File: src/rtl/alu_req_scheduler.sv
// rtl/alu_req_scheduler.sv - two-requester round-robin scheduler for a shared 4-bit ALU
// Optional per-requester completion counters are enabled with ALU_SCHED_STATS_EN.
module alu_req_scheduler #(
  parameter int ALU_LAT = 1,
  parameter int STAT_W  = 8
) (
  input  logic       clk,
  input  logic       rst,
  input  logic       req0_valid,
  output logic       req0_ready,
  input  logic [3:0] req0_op,
  input  logic [3:0] req0_a,
  input  logic [3:0] req0_b,
  input  logic       req1_valid,
  output logic       req1_ready,
  input  logic [3:0] req1_op,
  input  logic [3:0] req1_a,
  input  logic [3:0] req1_b,
  output logic       alu_en,
  output logic [3:0] alu_op,
  output logic [3:0] alu_a,
  output logic [3:0] alu_b,
  input  logic [7:0] alu_result,
  output logic       resp_valid,
  input  logic       resp_ready,
  output logic       resp_id,
  output logic [7:0] resp_data,
  output logic       resp_err
`ifdef ALU_SCHED_STATS_EN
  ,
  output logic [STAT_W-1:0] cnt0,
  output logic [STAT_W-1:0] cnt1
`endif
);

  if (ALU_LAT < 1 || ALU_LAT > 7) begin : g_bad_lat
    $error("alu_req_scheduler: ALU_LAT must be 1..7");
  end
  if (STAT_W < 1) begin : g_bad_statw
    $error("alu_req_scheduler: STAT_W must be at least 1");
  end

  typedef enum logic [1:0] {IDLE, EXEC, RESP} state_t;

  localparam logic [2:0] LAST = 3'(ALU_LAT - 1);

  state_t     state_q, state_d;
  logic       last_grant_q, last_grant_d;
  logic [2:0] wait_q, wait_d;
  logic       alu_en_q, alu_en_d;
  logic [3:0] alu_op_q, alu_op_d;
  logic [3:0] alu_a_q, alu_a_d;
  logic [3:0] alu_b_q, alu_b_d;
  logic       resp_valid_q, resp_valid_d;
  logic       resp_id_q, resp_id_d;
  logic [7:0] resp_data_q, resp_data_d;
  logic       resp_err_q, resp_err_d;

  logic       gnt0, gnt1, accept, illegal;
  logic [3:0] sel_op, sel_a, sel_b;

  // Ties go to the requester that did not win last time.
  always_comb begin
    gnt0    = req0_valid && (!req1_valid || last_grant_q);
    gnt1    = req1_valid && (!req0_valid || !last_grant_q);
    sel_op  = gnt1 ? req1_op : req0_op;
    sel_a   = gnt1 ? req1_a  : req0_a;
    sel_b   = gnt1 ? req1_b  : req0_b;
    illegal = (sel_op > 4'hC) || (sel_op == 4'h3 && sel_b == 4'h0);
    accept  = (state_q == IDLE) && !rst && (gnt0 || gnt1);
  end

  assign req0_ready = (state_q == IDLE) && !rst && gnt0;
  assign req1_ready = (state_q == IDLE) && !rst && gnt1;

  always_comb begin
    state_d      = state_q;
    last_grant_d = last_grant_q;
    wait_d       = wait_q;
    alu_en_d     = alu_en_q;
    alu_op_d     = alu_op_q;
    alu_a_d      = alu_a_q;
    alu_b_d      = alu_b_q;
    resp_valid_d = resp_valid_q;
    resp_id_d    = resp_id_q;
    resp_data_d  = resp_data_q;
    resp_err_d   = resp_err_q;
    case (state_q)
      IDLE: begin
        if (accept) begin
          last_grant_d = gnt1;
          resp_id_d    = gnt1;
          if (illegal) begin
            // Rejected commands never reach the ALU, so its operands keep their old values.
            state_d      = RESP;
            resp_valid_d = 1'b1;
            resp_err_d   = 1'b1;
            resp_data_d  = 8'h00;
          end else begin
            state_d  = EXEC;
            wait_d   = 3'd0;
            alu_en_d = 1'b1;
            alu_op_d = sel_op;
            alu_a_d  = sel_a;
            alu_b_d  = sel_b;
          end
        end
      end
      EXEC: begin
        wait_d = wait_q + 3'd1;
        if (wait_q == LAST) begin
          state_d      = RESP;
          alu_en_d     = 1'b0;
          resp_valid_d = 1'b1;
          resp_data_d  = alu_result;
          resp_err_d   = 1'b0;
        end
      end
      RESP: begin
        if (resp_ready) begin
          state_d      = IDLE;
          resp_valid_d = 1'b0;
        end
      end
      default: state_d = IDLE;
    endcase
  end

  always_ff @(posedge clk) begin
    if (rst) begin
      state_q      <= IDLE;
      last_grant_q <= 1'b1;
      wait_q       <= 3'd0;
      alu_en_q     <= 1'b0;
      alu_op_q     <= 4'h0;
      alu_a_q      <= 4'h0;
      alu_b_q      <= 4'h0;
      resp_valid_q <= 1'b0;
      resp_id_q    <= 1'b0;
      resp_data_q  <= 8'h00;
      resp_err_q   <= 1'b0;
    end else begin
      state_q      <= state_d;
      last_grant_q <= last_grant_d;
      wait_q       <= wait_d;
      alu_en_q     <= alu_en_d;
      alu_op_q     <= alu_op_d;
      alu_a_q      <= alu_a_d;
      alu_b_q      <= alu_b_d;
      resp_valid_q <= resp_valid_d;
      resp_id_q    <= resp_id_d;
      resp_data_q  <= resp_data_d;
      resp_err_q   <= resp_err_d;
    end
  end

  assign alu_en     = alu_en_q;
  assign alu_op     = alu_op_q;
  assign alu_a      = alu_a_q;
  assign alu_b      = alu_b_q;
  assign resp_valid = resp_valid_q;
  assign resp_id    = resp_id_q;
  assign resp_data  = resp_data_q;
  assign resp_err   = resp_err_q;

`ifdef ALU_SCHED_STATS_EN
  logic [STAT_W-1:0] cnt0_q, cnt0_d, cnt1_q, cnt1_d;

  // Errored responses count too; counters stick at all-ones.
  always_comb begin
    cnt0_d = cnt0_q;
    cnt1_d = cnt1_q;
    if (resp_valid_q && resp_ready) begin
      if (!resp_id_q && cnt0_q != '1) cnt0_d = cnt0_q + 1'b1;
      if (resp_id_q && cnt1_q != '1)  cnt1_d = cnt1_q + 1'b1;
    end
  end

  always_ff @(posedge clk) begin
    if (rst) begin
      cnt0_q <= '0;
      cnt1_q <= '0;
    end else begin
      cnt0_q <= cnt0_d;
      cnt1_q <= cnt1_d;
    end
  end

  assign cnt0 = cnt0_q;
  assign cnt1 = cnt1_q;
`endif

endmodule

File: config.mk
export PLATFORM = sky130hd
export DESIGN_NAME = alu_req_scheduler
export DESIGN_NICKNAME = d
export VERILOG_FILES = /design/src/rtl/alu_req_scheduler.sv
export SDC_FILE = /design/constraint.sdc
export NUM_CORES = 1
export LEC_CHECK = 0
export ABC_AREA = 0
export CAP_MARGIN = 10
export CORE_UTILIZATION = 31
export DETAILED_ROUTE_END_ITERATION = 6
export GPL_ROUTABILITY_DRIVEN = 0
export PLACE_DENSITY = 0.61
export SLEW_MARGIN = 10
export SYNTH_ARGS = -nofsm -noshare
export SYNTH_HDL_FRONTEND = slang
export SYNTH_SLANG_ARGS = --single-unit
File: constraint.sdc
create_clock -name clk -period 3.7 [get_ports clk]
set_clock_uncertainty 0.05 [all_clocks]
set_input_delay 0.74 -clock clk [delete_from_list [all_inputs] [get_ports clk]]
set_output_delay 0.74 -clock clk [all_outputs]
set_load 0.05 [all_outputs]
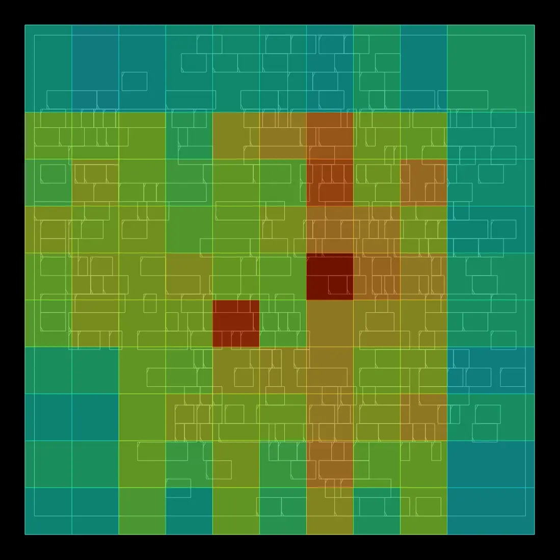
run_1/final_congestion.png
final core utilization: 47.5%
met3 GRT Util: 5.22%
met1 usage: 20.4%
met2 Usage GRT: 23.6%
gr busiest metal: met2

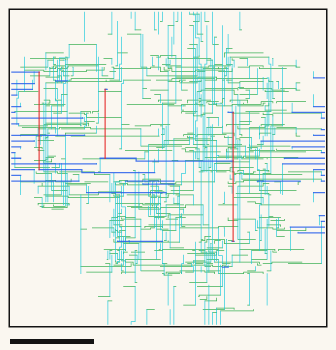
run_1/metal_stack.png
The bar under the picture is 20 µm long.
Cyan shows met2, wire length 1840 µm. Blue shows met3, wire length 316 µm. Green shows met1, wire length 1960 µm. Red shows met4, wire length 70.0 µm.
Routed Wire Length: 4180 µm
Avg WL per Cell: 13.0 µm
routed vias: 1583
GRT Util Overall: 15.8%

==> impl_metrics.env, run 1 <==
# source this file to load flow results
export IMPL_run_status="finished clean"
export IMPL_cts_sinks=30
export IMPL_drtIter0Drc=82
export IMPL_area_growth_pct=47.0
export IMPL_n_all_inverters=8
export IMPL_routed_top_layer="met4"
export IMPL_xor_share_pct=0
export IMPL_io_pins=63
export IMPL_nets=290
export IMPL_synth_nets=231
export IMPL_max_freq_mhz=343
export IMPL_crit_type="in -> out"
export IMPL_min_path_cells=2
export IMPL_ys_top_logic_family="AND-OR/OR-AND gates"
export IMPL_synth_async_reset_ratio_pct=0
export IMPL_vdd_ir_drop_worst_v=0.000214
export IMPL_flop_count=30
export IMPL_worstRegToRegCells=5
export IMPL_min_from="alu_en"
export IMPL_logic_gates=142
export IMPL_max_cap_violations=0
export IMPL_hold_end="alu_en"
export IMPL_dieWidth_um=74.9
export IMPL_grt_pass1_wl_um=6630
export IMPL_cts_setup_buffers=0
export IMPL_seq_share_pct=24.8
export IMPL_syn_area_um2=1650
export IMPL_synth_seq_cells=30
export IMPL_setup_viol=0
export IMPL_design_area_um2=2420
export IMPL_cts_buffers=5
export IMPL_worstPathMaxFanout=5
export IMPL_synth_stat_cells=192
export IMPL_simple_gate_share_pct=21.8
export IMPL_critPathCaptureType="output pin"
export IMPL_crit_family="buffers and inverters"
export IMPL_dr_pass1_iters=4
export IMPL_min_path_type="reg -> reg"
export IMPL_slowest_delay_ps=530
export IMPL_slew_headroom_pct=58.5
export IMPL_num_antenna_cells=0
export IMPL_drive_gt1_share_pct=12.3
export IMPL_yosys_top_cells_area="dfxtp_1 (36%), mux2_4 (8.2%), nand2_1 (8.2%)"
export IMPL_grt_max_degree=41
export IMPL_antenna_found_initial=0
export IMPL_syn_avg_cell_area_um2=8.59
export IMPL_aoi_share_pct=24.4
export IMPL_yosysUniqueCellTypes=41
export IMPL_worstReg2RegStart="last_grant_q"
export IMPL_gr_total_overflow=0
export IMPL_ys_sh_adder_pct=1.52
export IMPL_regArea_um2=601
export IMPL_fin_crit_sh_pct=78.7
export IMPL_comb_area_share_pct=39.4
export IMPL_tritoncts="yes"
export IMPL_final_common_cell="clkdlybuf4s50_1"
export IMPL_yosys_area_um2=1650
export IMPL_synth_top_area_share_pct=36.4
export IMPL_ant_nets=0
export IMPL_power_density_nw_per_um2=432
export IMPL_dominant_cells="multi-input combinational cells"
export IMPL_clk_pin_slew_worst_paths_ps=70
export IMPL_area_combinational_um2=955
export IMPL_cts_root_buffer="clkbuf_8"
export IMPL_synth_edff_count=0
export IMPL_ys_sh_mux_pct=10.2
export IMPL_min_period_ps=2910
export IMPL_ctsResizeCount=0
export IMPL_crit_cells=4
export IMPL_nonClkBufAreaFrac_pct=27.1
export IMPL_worstMarginPinSlew_ps=622
export IMPL_drcViolationCount=0
export IMPL_ff_type="dfxtp_1"
export IMPL_rows=26
export IMPL_met1_length_um=1960
export IMPL_synth_cells=192
export IMPL_first_global_vias=1504
export IMPL_clkbuf_count=6
export IMPL_dpl_hpwl_um=3030
export IMPL_crit_start="req1_valid"
export IMPL_via_per_inst=4.92
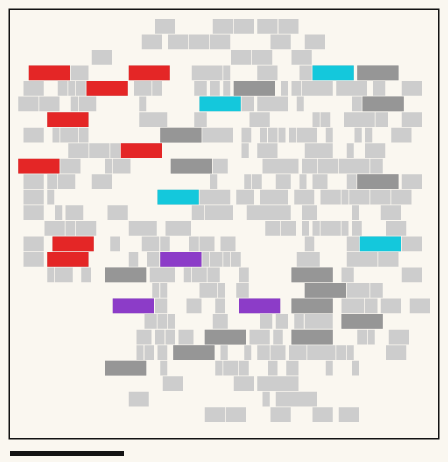
run_1/registers.png
The bar under the picture is 20 µm long.
Red shows resp_data, flops 8. Cyan shows alu_b, flops 4. Purple shows wait_q, flops 3.

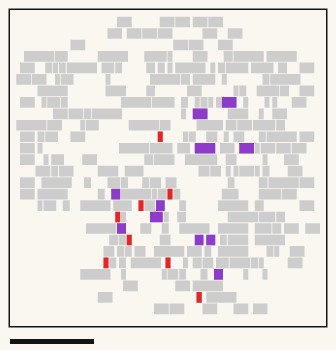
run_1/gate_families.png
The bar under the picture is 20 µm long.
Red shows inverters, cells 8, most used inv_1. Purple shows AND and OR gates, cells 11.

run 1: stage by stage:
stage	cells	hold slack (ps)	power, W	setup WS, ps
finish	322	419	0.00105	788
CTS	322	431	0.00106	766
global route	322	451	0.00111	680
global placement	314	402	0.000777	571
detailed placement	314	412	0.000780	554
floorplan	192	419	0.000648	1050
run 1: power by group:
part	internal, W	leakage, nW	switching [W]
clock network	0.000149	0.0472	0.000125
registers	0.000357	0.245	0.0000273
logic	0.000161	0.621	0.000226
total	0.000667	0.913	0.000379
run 1: cells in the mapped netlist (2+ instances only):
| master | instances |
|---|---|
| nand2_1 | 36 |
| dfxtp_1 | 30 |
| a21oi_1 | 25 |
| nor2b_1 | 12 |
| mux2_4 | 9 |
| a311oi_1 | 8 |
| clkbuf_1 | 8 |
| inv_1 | 8 |
| nor3_1 | 4 |
| o211ai_1 | 4 |
| o21ai_0 | 4 |
| and2_1 | 3 |
| mux2_2 | 3 |
| o22ai_1 | 3 |
| or4b_1 | 3 |
| a211oi_1 | 2 |
| and3_1 | 2 |
| buf_2 | 2 |
| ha_1 | 2 |
| nand3_1 | 2 |
| nor2_1 | 2 |
run 1: state kept, by name (all words and copies together) (netlist names):
signal        flops
resp_err          1
resp_id           1
alu_op            4
alu_a             4
state_q           2
last_grant_q      1
alu_en            1
alu_b             4
wait_q            3
resp_data         8
resp_valid        1
run 1: worst min-delay path, delay by kind of cell (launching register included):
family                 cells  cell delay, ps
buffers and inverters      1              50
flip-flops                 1             320
AND-OR/OR-AND              1              50
run 1: routing by layer:
layer,up-vias,global-route usage (%)
li1,799,-
met1,722,20.4
met2,55,23.6
met3,7,5.22
met4,0,7.55
met5,-,0
--- run 2 (diff from run 1) ---
--- a/config.mk
+++ b/config.mk
@@ -10,7 +10,7 @@
 export CORE_UTILIZATION = 31
 export DETAILED_ROUTE_END_ITERATION = 6
 export GPL_ROUTABILITY_DRIVEN = 0
-export PLACE_DENSITY = 0.61
+export PLACE_DENSITY = 0.63
 export SLEW_MARGIN = 10
 export SYNTH_ARGS = -nofsm -noshare
 export SYNTH_HDL_FRONTEND = slang
==> constraint.sdc (replaced) <==
create_clock -name clk -period 2.5 [get_ports clk]
set_clock_uncertainty 0.05 [all_clocks]
set_input_delay 0.5 -clock clk [delete_from_list [all_inputs] [get_ports clk]]
set_output_delay 0.5 -clock clk [all_outputs]
set_load 0.05 [all_outputs]
==> impl_metrics.env, run 2 <==
# source this file to load flow results
export IMPL_run_status="finished clean"
export IMPL_synth_cells=192
export IMPL_placed_cells_incl_taps=334
export IMPL_worstPathMaxFanout=4
export IMPL_worst_path_max_delay_cell="or4b_1"
export IMPL_fin_crit_sh_pct=93.8
export IMPL_min_path_type="reg -> reg"
export IMPL_rsz0062_at_grt="no"
export IMPL_crit_type="in -> reg"
export IMPL_synth_edff_count=0
export IMPL_yosys_stat_seqShare_pct=36.4
export IMPL_synth_nets=231
export IMPL_wl_per_cell_um=12.6
export IMPL_critPathCaptureType="flop"
export IMPL_crit_required_ps=2630
export IMPL_track_usage_pct=16.5
export IMPL_fin_util_pct=50.8
export IMPL_dr_pass1_iters=4
export IMPL_first_global_vias=1528
export IMPL_worstMarginPinSlew_ps=620
export IMPL_dieWidth_um=74.9
export IMPL_final_cells=342
export IMPL_simple_gate_share_pct=21.8
export IMPL_io_pins=63
export IMPL_crit_start="req0_op[3]"
export IMPL_clk_pin_slew_worst_paths_ps=70
export IMPL_setup_viol=0
export IMPL_synth_top_cells_by_count="nand2_1 (36), dfxtp_1 (30), a21oi_1 (25), nor2b_1 (12), mux2_4 (9)"
export IMPL_lay_top_cells="clkdlybuf4s50_1 (60), nand2_1 (36), dfxtp_1 (30)"
export IMPL_grt_pass1_wl_um=6960
export IMPL_cts_hold_fix_buffers=0
export IMPL_largest_area_cell="dfxtp_1"
export IMPL_drtIter0Drc=78
export IMPL_tritoncts="yes"
export IMPL_ant_nets=0
export IMPL_ys_top_logic_family="AND-OR/OR-AND gates"
export IMPL_wl_um=4320
export IMPL_gr_total_overflow=0
export IMPL_largest_reg_flops=8
export IMPL_clk_latency_ps=290
export IMPL_power_density_nw_per_um2=649
export IMPL_warnings=27
export IMPL_max_freq_mhz=427
export IMPL_arrival_ps=2480
export IMPL_ff_type="dfxtp_1"
export IMPL_slew_headroom_pct=58.7
export IMPL_start_kind="input pin"
export IMPL_dpl_hpwl_um=3100
export IMPL_synth_top_area_share_pct=36.4
export IMPL_min_period_ps=2340
export IMPL_cts_setup_buffers=0
export IMPL_syn_avg_cell_area_um2=8.59
export IMPL_area_growth_pct=57.2
export IMPL_drcViolationCount=0
export IMPL_rows=26
export IMPL_die_area_um2=5620
export IMPL_yosysUniqueCellTypes=41
export IMPL_max_cap_violations=0
export IMPL_cts_buffers=5
export IMPL_dieHeight_um=74.9
export IMPL_ys_sh_adder_pct=1.52
export IMPL_worstPathCellList="clkdlybuf4s50_1 -> or4b_1 -> o211a_1 -> o211ai_4 -> buf_4 -> mux2_2"
export IMPL_grt_max_degree=40
export IMPL_cts_root_buffer="clkbuf_8"
export IMPL_via_per_inst=4.77
export IMPL_ys_sh_mux_pct=10.2
export IMPL_maxSlewViolCount=0
export IMPL_fp_coreArea_um2=5110
export IMPL_htreeDepth=2
export IMPL_yosys_area_um2=1650
export IMPL_min_from="alu_en"
export IMPL_num_antenna_cells=0
export IMPL_fp_utilization_pct=32.3
export IMPL_nets=310
export IMPL_synth_seq_cells=30
export IMPL_synth_stat_cells=192
export IMPL_yosys_top_cells_area="dfxtp_1 (36%), mux2_4 (8.2%), nand2_1 (8.2%)"
export IMPL_cts_sinks=30
export IMPL_syn_area_um2=1650
export IMPL_antenna_found_initial=0
export IMPL_synth_async_reset_ratio_pct=0
export IMPL_slowest_delay_ps=560
export IMPL_portBuffers=62
export IMPL_ctsResizeCount=0
export IMPL_xor_share_pct=0
export IMPL_vias=1633
export IMPL_yosys_warnings=0
export IMPL_drive_gt1_share_pct=18.8
export IMPL_vdd_ir_drop_worst_v=0.000258
export IMPL_cts_buffer_depth=2
export IMPL_final_common_cell="clkdlybuf4s50_1"
export IMPL_hold_violations=0
export IMPL_aoi_share_pct=24.4
export IMPL_worstReg2RegStart="state_q[0]"
export IMPL_leakagePower_nw=1.01
export IMPL_most_common_cell="nand2_1"
run 2: cell families (layout without fill, tap and decap cells):
logic type / after synthesis / in the layout
AND/OR/NAND/NOR: 70 / 70
multiplexers: 12 / 12
AND-OR/OR-AND: 58 / 58
buffers and inverters: 20 / 100
flip-flops: 30 / 30
adder cells (fa/ha/maj): 2 / 2
run 2: area by class of cell:
cell class              instances  area, µm²
clock inverters                 3       45.0
flip-flops and latches         30        601
inverters                       8       30.0
well taps                      70       87.6
repair buffers                 84        806
fillers                       498       2510
multi-input cells             142        955
clock buffers                   5       68.8
run 2: per-stage QoR:
stage	hold WS, ps	setup TNS, ps	total power, W	cell area [µm²]	worst slack (ps)
3_5_place_dp	406	-1420	0.00119	2480	-144
5_1_grt	450	0	0.00178	2590	80.4
3_3_place_gp	405	-1300	0.00119	2480	-119
2_1_floorplan	419	0	0.000959	1650	319
4_1_cts	419	0	0.00171	2590	156
6_report	416	0	0.00168	2590	156
run 2: worst max-delay path: cells and delay by family:
kind                   cells  cell delay, ps
buffers and inverters      2             590
AND/OR/NAND/NOR            1             560
AND-OR/OR-AND              2             480
multiplexers               1             330
run 2: metal layers:
layer	wire length (µm)	vias up	track usage [%]
met5	0	-	0
met4	66	0	6.29
met3	304	6	5.09
met2	1880	45	26.4
met1	2070	738	20.9
li1	-	844	-
run 2: power by group:
group / switching [W] / internal, W / total (W)
Combinational: 0.000341 / 0.000271 / 0.000613
Clock: 0.000205 / 0.000296 / 0.000502
Sequential: 0.0000397 / 0.000529 / 0.000568
run 2: worst paths after layout:
path                                      to  slack (ps)  cells after the start
worst max-delay path               alu_op[0]         160                      6
worst min-delay path                  alu_en         420                      2
worst max register to register  resp_data[4]         610                      4
worst min register to register        alu_en         420                      2
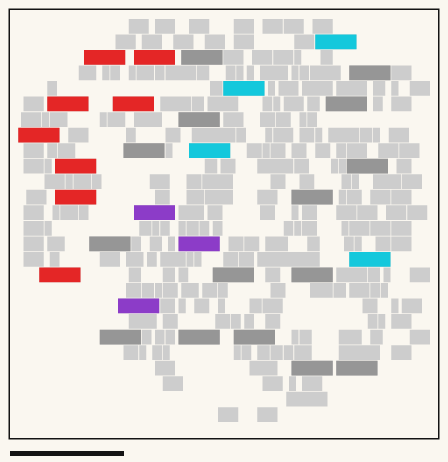
run_2/registers.png
The bar under the picture is 20 µm long.
Red shows resp_data, flops 8. Cyan shows alu_b, flops 4. Purple shows wait_q, flops 3.

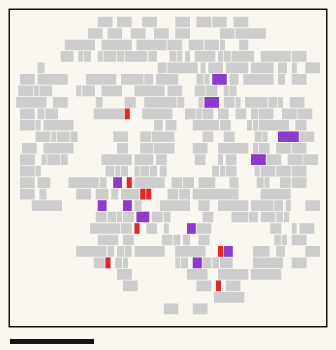
run_2/gate_families.png
The bar under the picture is 20 µm long.
Red shows inverters, cells 8, most used inv_1. Purple shows AND and OR gates, cells 11.

--- run 3 (diff from run 2) ---
--- a/config.mk
+++ b/config.mk
@@ -10,7 +10,7 @@
 export CORE_UTILIZATION = 31
 export DETAILED_ROUTE_END_ITERATION = 6
 export GPL_ROUTABILITY_DRIVEN = 0
-export PLACE_DENSITY = 0.63
+export PLACE_DENSITY = 0.61
 export SLEW_MARGIN = 10
 export SYNTH_ARGS = -nofsm -noshare
 export SYNTH_HDL_FRONTEND = slang
==> constraint.sdc (replaced) <==
create_clock -name clk -period 2.3 [get_ports clk]
set_clock_uncertainty 0.05 [all_clocks]
set_input_delay 0.46 -clock clk [delete_from_list [all_inputs] [get_ports clk]]
set_output_delay 0.46 -clock clk [all_outputs]
set_load 0.05 [all_outputs]
==> impl_metrics.env, run 3 <==
# source this file to load flow results
export IMPL_area_growth_pct=61.3
export IMPL_yosys_warnings=0
export IMPL_holdWs_ps=414
export IMPL_met1_length_um=2080
export IMPL_hold_violations=0
export IMPL_via_per_inst=4.71
export IMPL_yosys_stat_seqShare_pct=36.4
export IMPL_synth_nets=231
export IMPL_crit_type="in -> reg"
export IMPL_tritoncts="yes"
export IMPL_drcViolationCount=0
export IMPL_final_cells=347
export IMPL_cts_root_buffer="clkbuf_8"
export IMPL_largest_area_cell="dfxtp_1"
export IMPL_synth_top_area_share_pct=36.4
export IMPL_synth_stat_cells=192
export IMPL_max_cap_violations=0
export IMPL_rows=26
export IMPL_max_freq_mhz=441
export IMPL_rsz0062_at_grt="no"
export IMPL_design_area_um2=2660
export IMPL_drtIter0Drc=73
export IMPL_worstPathMaxFanout=4
export IMPL_min_period_ps=2270
export IMPL_cts_buffers=5
export IMPL_cts_setup_buffers=0
export IMPL_num_antenna_cells=0
export IMPL_die_area_um2=5620
export IMPL_ant_nets=0
export IMPL_yosysUniqueCellTypes=41
export IMPL_gr_total_overflow=0
export IMPL_setup_viol=0
export IMPL_htreeDepth=2
export IMPL_power_density_nw_per_um2=642
export IMPL_placed_cells_incl_taps=340
export IMPL_most_common_cell="nand2_1"
export IMPL_yosys_top_cells_area="dfxtp_1 (36%), mux2_4 (8.2%), nand2_1 (8.2%)"
export IMPL_fp_coreArea_um2=5110
export IMPL_routed_top_layer="met4"
export IMPL_yosys_area_um2=1650
export IMPL_final_common_cell="clkdlybuf4s50_1"
export IMPL_synth_async_reset_ratio_pct=0
export IMPL_synth_edff_count=0
export IMPL_nets=316
export IMPL_min_path_type="reg -> reg"
export IMPL_wl_met2_um=1950
export IMPL_lay_top_cells="clkdlybuf4s50_1 (49), nand2_1 (36), dfxtp_1 (30)"
export IMPL_start_kind="input pin"
export IMPL_syn_area_um2=1650
export IMPL_clk_latency_ps=280
export IMPL_placedInstanceArea_um2=2520
export IMPL_antenna_found_initial=0
export IMPL_grtUsageMet3_pct=6.29
export IMPL_timing_setup_tns_ps=0
export IMPL_clk_pin_slew_worst_paths_ps=60
export IMPL_run_status="finished clean"
export IMPL_vdd_ir_drop_worst_v=0.000280
export IMPL_synth_top_cells_by_count="nand2_1 (36), dfxtp_1 (30), a21oi_1 (25), nor2b_1 (12), mux2_4 (9)"
export IMPL_dr_pass1_iters=4
export IMPL_first_global_vias=1534
export IMPL_synth_cells=192
export IMPL_critPathCaptureType="flop"
export IMPL_warnings=28
-- run 3: layout make-up --
| cell class | instances | area, µm² | share of cell area [%] |
|---|---|---|---|
| Clock buffer | 7 | 76.3 | 2.87 |
| Timing Repair Buffer | 90 | 890 | 33.4 |
| Sequential cell | 30 | 601 | 22.6 |
| Multi-Input combinational cell | 142 | 976 | 36.7 |
| Tap cell | 70 | 87.6 | 3.29 |
| Inverter | 8 | 30.0 | 1.13 |
-- run 3: repair_timing --
item                                    CTS  global route
pin swaps                                 0             6
endpoints found under the setup margin    4            13
gates resized                             2            17
-- run 3: power breakdown --
part           switching [W]  internal, W  total (W)
combinational       0.000377     0.000315   0.000692
sequential         0.0000446     0.000575   0.000620
clock               0.000189     0.000208   0.000397
-- run 3: worst max-delay path, cell delays in order --
cell and delay [ps]:
clkdlybuf4s50_1 490, or4b_4 480, o211a_4 260, o211ai_4 220
buf_6 150, mux2_2 320
-- run 3: kinds of logic after synthesis --
family                     count (synthesis)  synth area share [%]
buffers and inverters                     20                  5.69
DFF                                       30                  36.4
AOI/OAI and AO/OA                         58                  24.4
adders and majority gates                  2                  1.52
muxes                                     12                  10.2
and+or+nand+nor                           70                  21.8
-- run 3: path summary, 6_finish.rpt --
check / start / end / slack [ps] / cells after the start
min: alu_en / alu_en / 410 / 2
max: req1_op[0] / alu_a[1] / 30 / 6
min reg2reg: alu_en / alu_en / 410 / 2
max reg2reg: state_q[0] / resp_data[2] / 390 / 4
-- run 3: through the flow --
stage          worst slack [ps]  power (W)  util (%)
3_3_place_gp               -299    0.00131      49.4
6_report                   34.7    0.00171      52.1
4_1_cts                   -12.6    0.00172      51.1
2_1_floorplan               159    0.00104         -
3_5_place_dp               -321    0.00131      49.4
5_1_grt                    8.85    0.00181      52.1
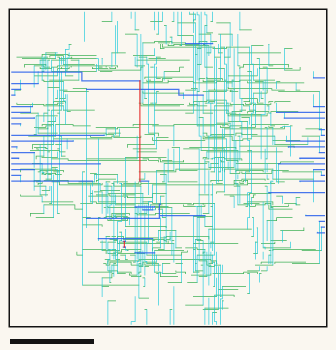
run_3/metal_stack.png
The bar under the picture is 20 µm long.
Cyan shows met2, wire length 1950 µm. Red shows met4, wire length 25.2 µm. Blue shows met3, wire length 337 µm. Green shows met1, wire length 2080 µm.
Routed Wire Length: 4390 µm
GRT Util Overall: 16.7%
routed vias: 1634

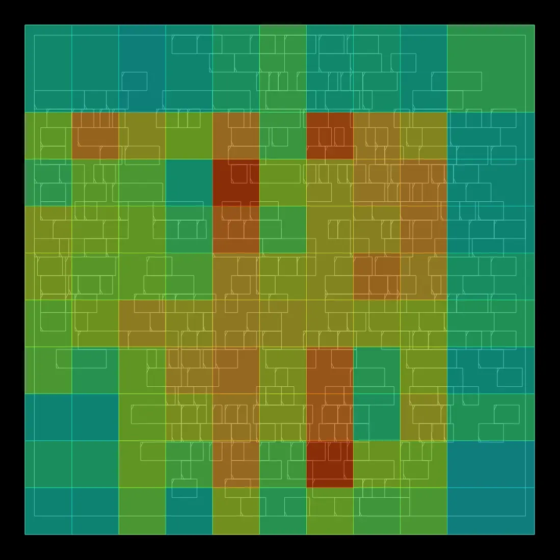
run_3/final_congestion.png
met1 usage: 20.9%
final core utilization: 52.1%
Avg WL per Cell: 12.7 µm
met2 Usage GRT: 26.3%

Power is estimated from default activity; no workload was simulated.
